**config.mk**
```make
export PLATFORM = sky130hd
export DESIGN_NAME = ball_motion
export DESIGN_NICKNAME = d
export VERILOG_FILES = /design/src/rtl/ball_motion.sv
export SDC_FILE = /design/constraint.sdc
export NUM_CORES = 2
export LEC_CHECK = 0
export CORE_UTILIZATION = 59
export DETAILED_ROUTE_END_ITERATION = 7
export HOLD_SLACK_MARGIN = 0.1
export PLACE_DENSITY = 0.8
export SYNTH_ARGS = -nofsm -noshare
export SYNTH_HDL_FRONTEND = slang
export SYNTH_SLANG_ARGS = --single-unit
```
**constraint.sdc**
```tcl
create_clock -name clk -period 6.5 [get_ports clk]
set_input_delay 0.65 -clock clk [delete_from_list [all_inputs] [get_ports clk]]
set_output_delay 0.65 -clock clk [all_outputs]
set_load 0.01 [all_outputs]
```
**src/rtl/ball_motion.sv**
```systemverilog
// ball_motion: serve packet -> CORDIC Cartesian velocity -> per-frame
// ball position with top/bottom reflection and left/right exit pulses.
module ball_motion #(
  parameter int X_MIN = 0,
  parameter int X_MAX = 639,
  parameter int Y_MIN = 0,
  parameter int Y_MAX = 479,
  parameter int ITER  = 14
) (
  input  logic        clk,
  input  logic        rst,
  input  logic        load,
  input  logic [21:0] location,
  input  logic [15:0] velocity,
  input  logic [16:0] angle,
  input  logic        frame_tick,
  output logic [10:0] ball_x,
  output logic [10:0] ball_y,
  output logic [15:0] vel_x,
  output logic [15:0] vel_y,
  output logic        busy,
  output logic        active,
  output logic        wall_bounce,
  output logic        out_left,
  output logic        out_right
);

  typedef enum logic [1:0] {
    IDLE,
    ROTATE,
    SCALE,
    RUN
  } state_t;

  localparam logic signed [16:0] X_LO  = 17'(X_MIN * 16);
  localparam logic signed [16:0] X_HI  = 17'(X_MAX * 16);
  localparam logic signed [16:0] Y_LO  = 17'(Y_MIN * 16);
  localparam logic signed [16:0] Y_HI  = 17'(Y_MAX * 16);
  localparam logic signed [16:0] Y_LO2 = 17'(2 * Y_MIN * 16);
  localparam logic signed [16:0] Y_HI2 = 17'(2 * Y_MAX * 16);
  localparam logic signed [17:0] K_GAIN = 18'sd9949;

  // atan(2^-i) in units of pi*2^-15
  function automatic logic signed [17:0] atan_lut(
    input logic [3:0] i
  );
    case (i)
      4'd0:    atan_lut = 18'sd8192;
      4'd1:    atan_lut = 18'sd4836;
      4'd2:    atan_lut = 18'sd2555;
      4'd3:    atan_lut = 18'sd1297;
      4'd4:    atan_lut = 18'sd651;
      4'd5:    atan_lut = 18'sd326;
      4'd6:    atan_lut = 18'sd163;
      4'd7:    atan_lut = 18'sd81;
      4'd8:    atan_lut = 18'sd41;
      4'd9:    atan_lut = 18'sd20;
      4'd10:   atan_lut = 18'sd10;
      4'd11:   atan_lut = 18'sd5;
      4'd12:   atan_lut = 18'sd3;
      4'd13:   atan_lut = 18'sd1;
      4'd14:   atan_lut = 18'sd1;
      default: atan_lut = 18'sd0;
    endcase
  endfunction

  state_t state_q, state_d;
  logic [3:0] cnt_q, cnt_d;
  logic signed [17:0] cx_q, cx_d;
  logic signed [17:0] cy_q, cy_d;
  logic signed [17:0] cz_q, cz_d;
  logic signed [15:0] spd_q, spd_d;
  logic signed [15:0] px_q, px_d;
  logic signed [15:0] py_q, py_d;
  logic signed [15:0] vx_q, vx_d;
  logic signed [15:0] vy_q, vy_d;
  logic wall_q, wall_d;
  logic left_q, left_d;
  logic right_q, right_d;

  logic [15:0] mag;
  logic signed [17:0] z_mag;
  logic signed [17:0] z_init;
  logic signed [17:0] xs, ys;
  logic signed [31:0] prod_x, prod_y;
  logic signed [16:0] nx, ny;
  logic signed [16:0] ny_top, ny_bot;
  logic unused_bits;

  always_comb begin
    state_d = state_q;
    cnt_d   = cnt_q;
    cx_d    = cx_q;
    cy_d    = cy_q;
    cz_d    = cz_q;
    spd_d   = spd_q;
    px_d    = px_q;
    py_d    = py_q;
    vx_d    = vx_q;
    vy_d    = vy_q;
    wall_d  = 1'b0;
    left_d  = 1'b0;
    right_d = 1'b0;

    mag    = (angle[15:0] > 16'd4096) ? 16'd4096 : angle[15:0];
    z_mag  = {mag, 2'b00};
    z_init = angle[16] ? -z_mag : z_mag;

    xs = cx_q >>> cnt_q;
    ys = cy_q >>> cnt_q;

    prod_x = 32'(spd_q) * 32'(cx_q);
    prod_y = 32'(spd_q) * 32'(cy_q);

    nx     = 17'(px_q) + 17'(vx_q);
    ny     = 17'(py_q) + 17'(vy_q);
    ny_top = Y_LO2 - ny;
    ny_bot = Y_HI2 - ny;

    if (load) begin
      state_d = ROTATE;
      cnt_d   = 4'd0;
      cx_d    = K_GAIN;
      cy_d    = 18'sd0;
      cz_d    = z_init;
      spd_d   = velocity;
      px_d    = {1'b0, location[21:11], 4'b0000};
      py_d    = {1'b0, location[10:0], 4'b0000};
    end else begin
      unique case (state_q)
        ROTATE: begin
          if (!cz_q[17]) begin
            cx_d = cx_q - ys;
            cy_d = cy_q + xs;
            cz_d = cz_q - atan_lut(cnt_q);
          end else begin
            cx_d = cx_q + ys;
            cy_d = cy_q - xs;
            cz_d = cz_q + atan_lut(cnt_q);
          end
          cnt_d = cnt_q + 4'd1;
          if (cnt_q == 4'(ITER - 1)) state_d = SCALE;
        end
        SCALE: begin
          vx_d    = prod_x[29:14];
          vy_d    = prod_y[29:14];
          state_d = RUN;
        end
        RUN: begin
          if (frame_tick) begin
            if (ny < Y_LO) begin
              py_d   = ny_top[15:0];
              vy_d   = -vy_q;
              wall_d = 1'b1;
            end else if (ny > Y_HI) begin
              py_d   = ny_bot[15:0];
              vy_d   = -vy_q;
              wall_d = 1'b1;
            end else begin
              py_d = ny[15:0];
            end
            if (nx < X_LO) begin
              px_d    = X_LO[15:0];
              left_d  = 1'b1;
              state_d = IDLE;
            end else if (nx > X_HI) begin
              px_d    = X_HI[15:0];
              right_d = 1'b1;
              state_d = IDLE;
            end else begin
              px_d = nx[15:0];
            end
          end
        end
        IDLE: begin
        end
        default: state_d = IDLE;
      endcase
    end
  end

  assign unused_bits = ^{prod_x[31:30], prod_x[13:0],
                         prod_y[31:30], prod_y[13:0],
                         ny_top[16], ny_bot[16]};

  always_ff @(posedge clk) begin
    if (rst) begin
      state_q <= IDLE;
      cnt_q   <= '0;
      cx_q    <= '0;
      cy_q    <= '0;
      cz_q    <= '0;
      spd_q   <= '0;
      px_q    <= '0;
      py_q    <= '0;
      vx_q    <= '0;
      vy_q    <= '0;
      wall_q  <= 1'b0;
      left_q  <= 1'b0;
      right_q <= 1'b0;
    end else begin
      state_q <= state_d;
      cnt_q   <= cnt_d;
      cx_q    <= cx_d;
      cy_q    <= cy_d;
      cz_q    <= cz_d;
      spd_q   <= spd_d;
      px_q    <= px_d;
      py_q    <= py_d;
      vx_q    <= vx_d;
      vy_q    <= vy_d;
      wall_q  <= wall_d;
      left_q  <= left_d;
      right_q <= right_d;
    end
  end

  assign ball_x      = px_q[14:4];
  assign ball_y      = py_q[14:4];
  assign vel_x       = vx_q;
  assign vel_y       = vy_q;
  assign busy        = (state_q == ROTATE) || (state_q == SCALE);
  assign active      = (state_q == RUN);
  assign wall_bounce = wall_q;
  assign out_left    = left_q;
  assign out_right   = right_q;

endmodule

```
### Routing congestion

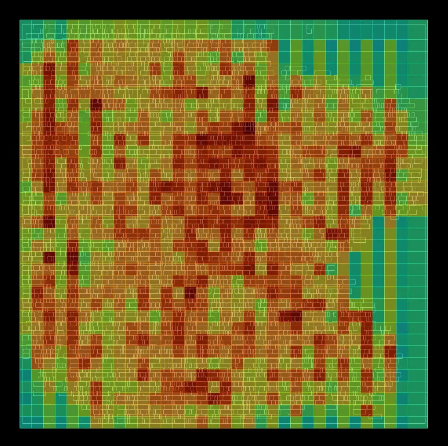
Tot GR Track Use: 0.313
GR Util met3: 0.0562
met2 Use GR: 0.499
busiest grt layer: met2
met1 usage: 0.424

### Metal 2

Scale bar: 50 microns.
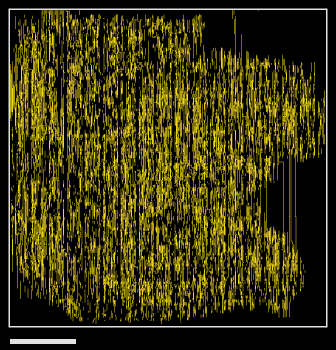
- main direction: vertical
- nets with wire on the layer: 4141
- share of all routed wire: 46%
- longest straight run: 73.4 microns
total wire length: 86400 microns
Vias: 27500

### Where the registers sit

Scale bar: 50 microns. Other sequential cells in the stronger gray, the rest of the logic in the fainter gray.
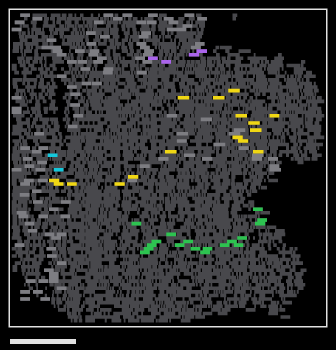
- cnt_q: purple (flops 4; where top center)
- spd_q: yellow (flops 16)
- state_q: cyan (flops 2)
- cx_q: green (flops 18)
- not colored: 117
seq pwr: 0.00112 W
Seq/total area: 0.0870
Layout Utilization: 0.669
Sequential Area: 3220 sq um

==> flow_summary.json <==
{
  "powerDensity_nw_per_um2": 139,
  "nNonClkInverters": 698,
  "p_sw_w": 0.00225,
  "synthDistinctLibCells": 92,
  "final_nets": 4839,
  "seq_cell_count": 157,
  "synth_simple_gate_area_share": 0.176,
  "fin_area_sq_um": 37000,
  "edf_count": 0,
  "syn_inst": 3923,
  "r2r_end": "vel_y[12]$_SDFFE_PP0P_",
  "port_buffers": 117,
  "grt_pass1_vias": 27700,
  "powerClk_w": 0.00110,
  "r2r_start": "spd_q[4]$_SDFFE_PP0P_",
  "drt-initial-drc-count": 2193,
  "clk_path_buf_depth": 2,
  "largestPowerGroup": "combinational logic",
  "placement.cell_area_sq_um": 35600,
  "vdd_drop_max_mv": 0.219,
  "die_area_sq_um": 57200,
  "reg2regPathDepth": 23,
  "yosys_cells": 3923,
  "outcome": "complete, no violations",
  "wire_per_inst_microns": 18.1,
  "area_delta_synth_final_pct": 11.5,
  "startpoint_type": "register",
  "crit_top_cell": "fa_1",
  "ff_type": "dfxtp_1",
  "hold_ws_ps": 460,
  "top_cell_area_share": 0.312,
  "cp.arrival_ps": 6790,
  "post-route-period-util": 0.986,
  "pwr-share-seq": 0.219,
  "hp-class": "reg -> reg",
  "syn_avg_cell_area_sq_um": 8.46,
  "clock_skew_ps": 15.6,
  "floorplan.core_util": 0.600,
  "max_cap_viol_count": 0,
  "dpl.hpwl_microns": 67700,
  "lay_top_cells": "inv_1, fa_1, nand2_1, and2_1, ha_1",
  "power_switching_share": 0.439,
  "min_period_ps": 6410,
  "setup_viol_count_final": 0,
  "finalHoldViolations": 0,
  "pwr-share-comb": 0.567,
  "worstHoldStart": "px_q[0]$_SDFFE_PP0P_",
  "slew_headroom": 0.256,
  "hold-path-cell-count": 2,
  "drtPass1Iterations": 6,
  "layout_setup_ws_ps": 90.3,
  "dp_cells": 4705,
  "ys.flops": 157,
  "cts-root-buf": "clkbuf_16",
  "nWellTaps": 748,
  "combGateArea_sq_um": 26800,
  "drc": 0,
  "clkCellAreaFrac": 0.0162,
  "crit_chain": "buf_4 -> and2_1 -> fa_1 -> inv_1 -> fa_1 -> fa_1 -> inv_1 -> fa_1 -> fa_1 -> inv_1 -> fa_1 -> inv_1 -> ha_4 -> and3_4 -> a2111oi_4 -> o21ai_4 -> o211a_4 -> buf_6 -> o41a_1 -> a21o_1 -> a2111oi_2 -> a211o_1 -> a21oi_2",
  "grt_pass1_wl_microns": 141000,
  "ys_seq_share": 0.0947,
  "ys_sh_mux": 0.0522,
  "clock-sinks": 157,
  "regToRegSetupSlack_ps": 90,
  "dieWidth_microns": 239,
  "drv_slew": 0,
  "pre_cts_ws_ps": -225,
  "hold_buffers": 0,
  "final_layout_size_suffix_gt1_frac": 0.101,
  "design.core.area_sq_um": 55300,
  "syn-cell-area_sq_um": 33200,
  "largestRegisters": "cx_q: 18 flops, cy_q: 18 flops, cz_q: 18 flops",
  "n_all_buffers": 309,
  "clockPowerShare": 0.214,
  "tightest_slew_ps": 1120,
  "min_to": "px_q[0]$_SDFFE_PP0P_",
  "vias_per_cell": 5.76,
  "grt_max_degree": 78,
  "cts_setup_buffers": 3,
  "synth.area.top_cells": "fa_1, ha_1, dfxtp_1",
  "rsz0062_at_grt": "yes",
  "p_leak_nw": 17.4,
  "placementRows": 86,
  "htree_levels": 4,
  "final.setup.tns_ps": 0,
  "yosys.area_share.adder": 0.409,
  "comb_power_w": 0.00291,
  "end_kind": "register",
  "fillers": 4438,
  "cp.buffers_inverters": 6,
  "cp_num_cells": 23,
  "comb_cells": 2822,
  "compound_area_frac": 0.109,
  "cp_top_family": "adder cells",
  "die_h_microns": 239,
  "largest_class": "logic gates",
  "cts_tree": "done",
  "cp-endpoint": "vel_y[12]$_SDFFE_PP0P_",
  "logic_family": "adder cells",
  "critPathKind": "reg -> reg",
  "antennaDiodeCount": 0,
  "clk_pin_slew_ps": 70,
  "cts-resized-gates": 37,
  "grt_overflow": 0,
  "detail-route-antenna-nets": 0,
  "place.gp.congestion": 0.978,
  "yosys_area_sq_um": 33200,
  "p_int_w": 0.00288,
  "io_pins": 118,
  "numCtsBuffers": 17,
  "yosys_warnings": 0,
  "buf_share": 0.0774,
  "async_reset_ff_frac": 0,
  "clock_buffer_count": 22,
  "xor_share": 0.0490,
  "critical_path_required_ps": 6880,
  "fmax_mhz": 156,
  "fp_nets": 4757,
  "crit_fanout": 7,
  "cpPeakStageDelay_ps": 530,
  "insertion_delay_ps": 510,
  "instances_no_fill": 4766,
  "largest_area_cell": "fa_1",
  "p_total_w": 0.00514,
  "crit_start": "spd_q[4]$_SDFFE_PP0P_",
  "crit_slowest_cell": "fa_1",
  "grt_antenna_before_repair": 1,
  "warning_count": 37
}
### The metal 3 layer

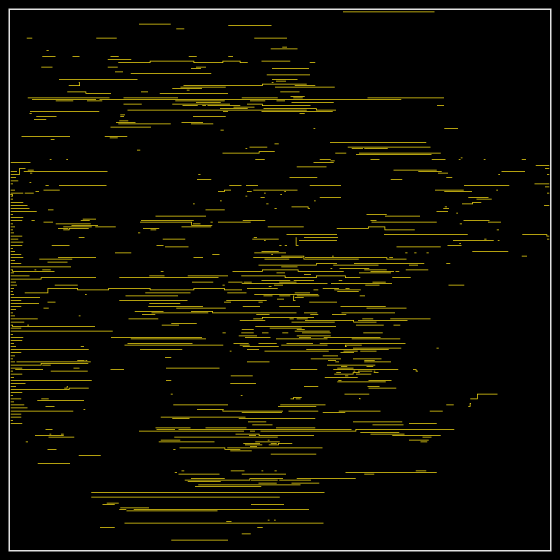
- wire length on this layer: 7260 microns
- longest straight run: 133 microns
- nets with wire on the layer: 396
- share of all routed wire: 8.4%
- main direction: horizontal

### Gate-type map

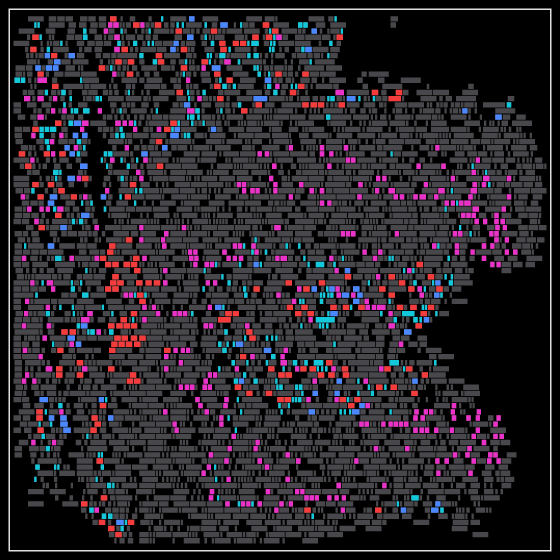
- AND-OR and OR-AND gates: blue (cells 76; most used a21o_1; where spread over the die)
- NOR gates: cyan (cells 310; most used nor2_1; where spread over the die)
- XOR/XNOR gates: red (cells 185; most used xnor2_1; where spread over the die)
- AND and OR gates: magenta (cells 348; most used and2_1)
fraction of area in multi-input gates: 0.723
most frequent logic cell in the layout: inv_1

Yosys cell counts (31+ instances only):
| cell | n |
|---|---|
| inv_1 | 694 |
| fa_1 | 517 |
| nand2_1 | 428 |
| ha_1 | 258 |
| and2_1 | 257 |
| nor2_1 | 206 |
| clkbuf_1 | 196 |
| a21oi_1 | 187 |
| dfxtp_1 | 157 |
| xnor2_1 | 133 |
| o21ai_0 | 95 |
| mux2i_1 | 60 |
| xor2_1 | 51 |
| nor3_1 | 48 |
| a211oi_1 | 47 |
| nand3_1 | 43 |
| and3_1 | 34 |
| mux4_2 | 33 |
| a31oi_1 | 31 |
layer usage:
layer | vias up | part of all wire
met5 | - | 0.00012
met4 | 2 | 0.038
met3 | 174 | 0.084
met2 | 1104 | 0.46
met1 | 13500 | 0.41
li1 | 12700 | -
Power figures rest on the tool's default switching activity, not on a simulated workload.
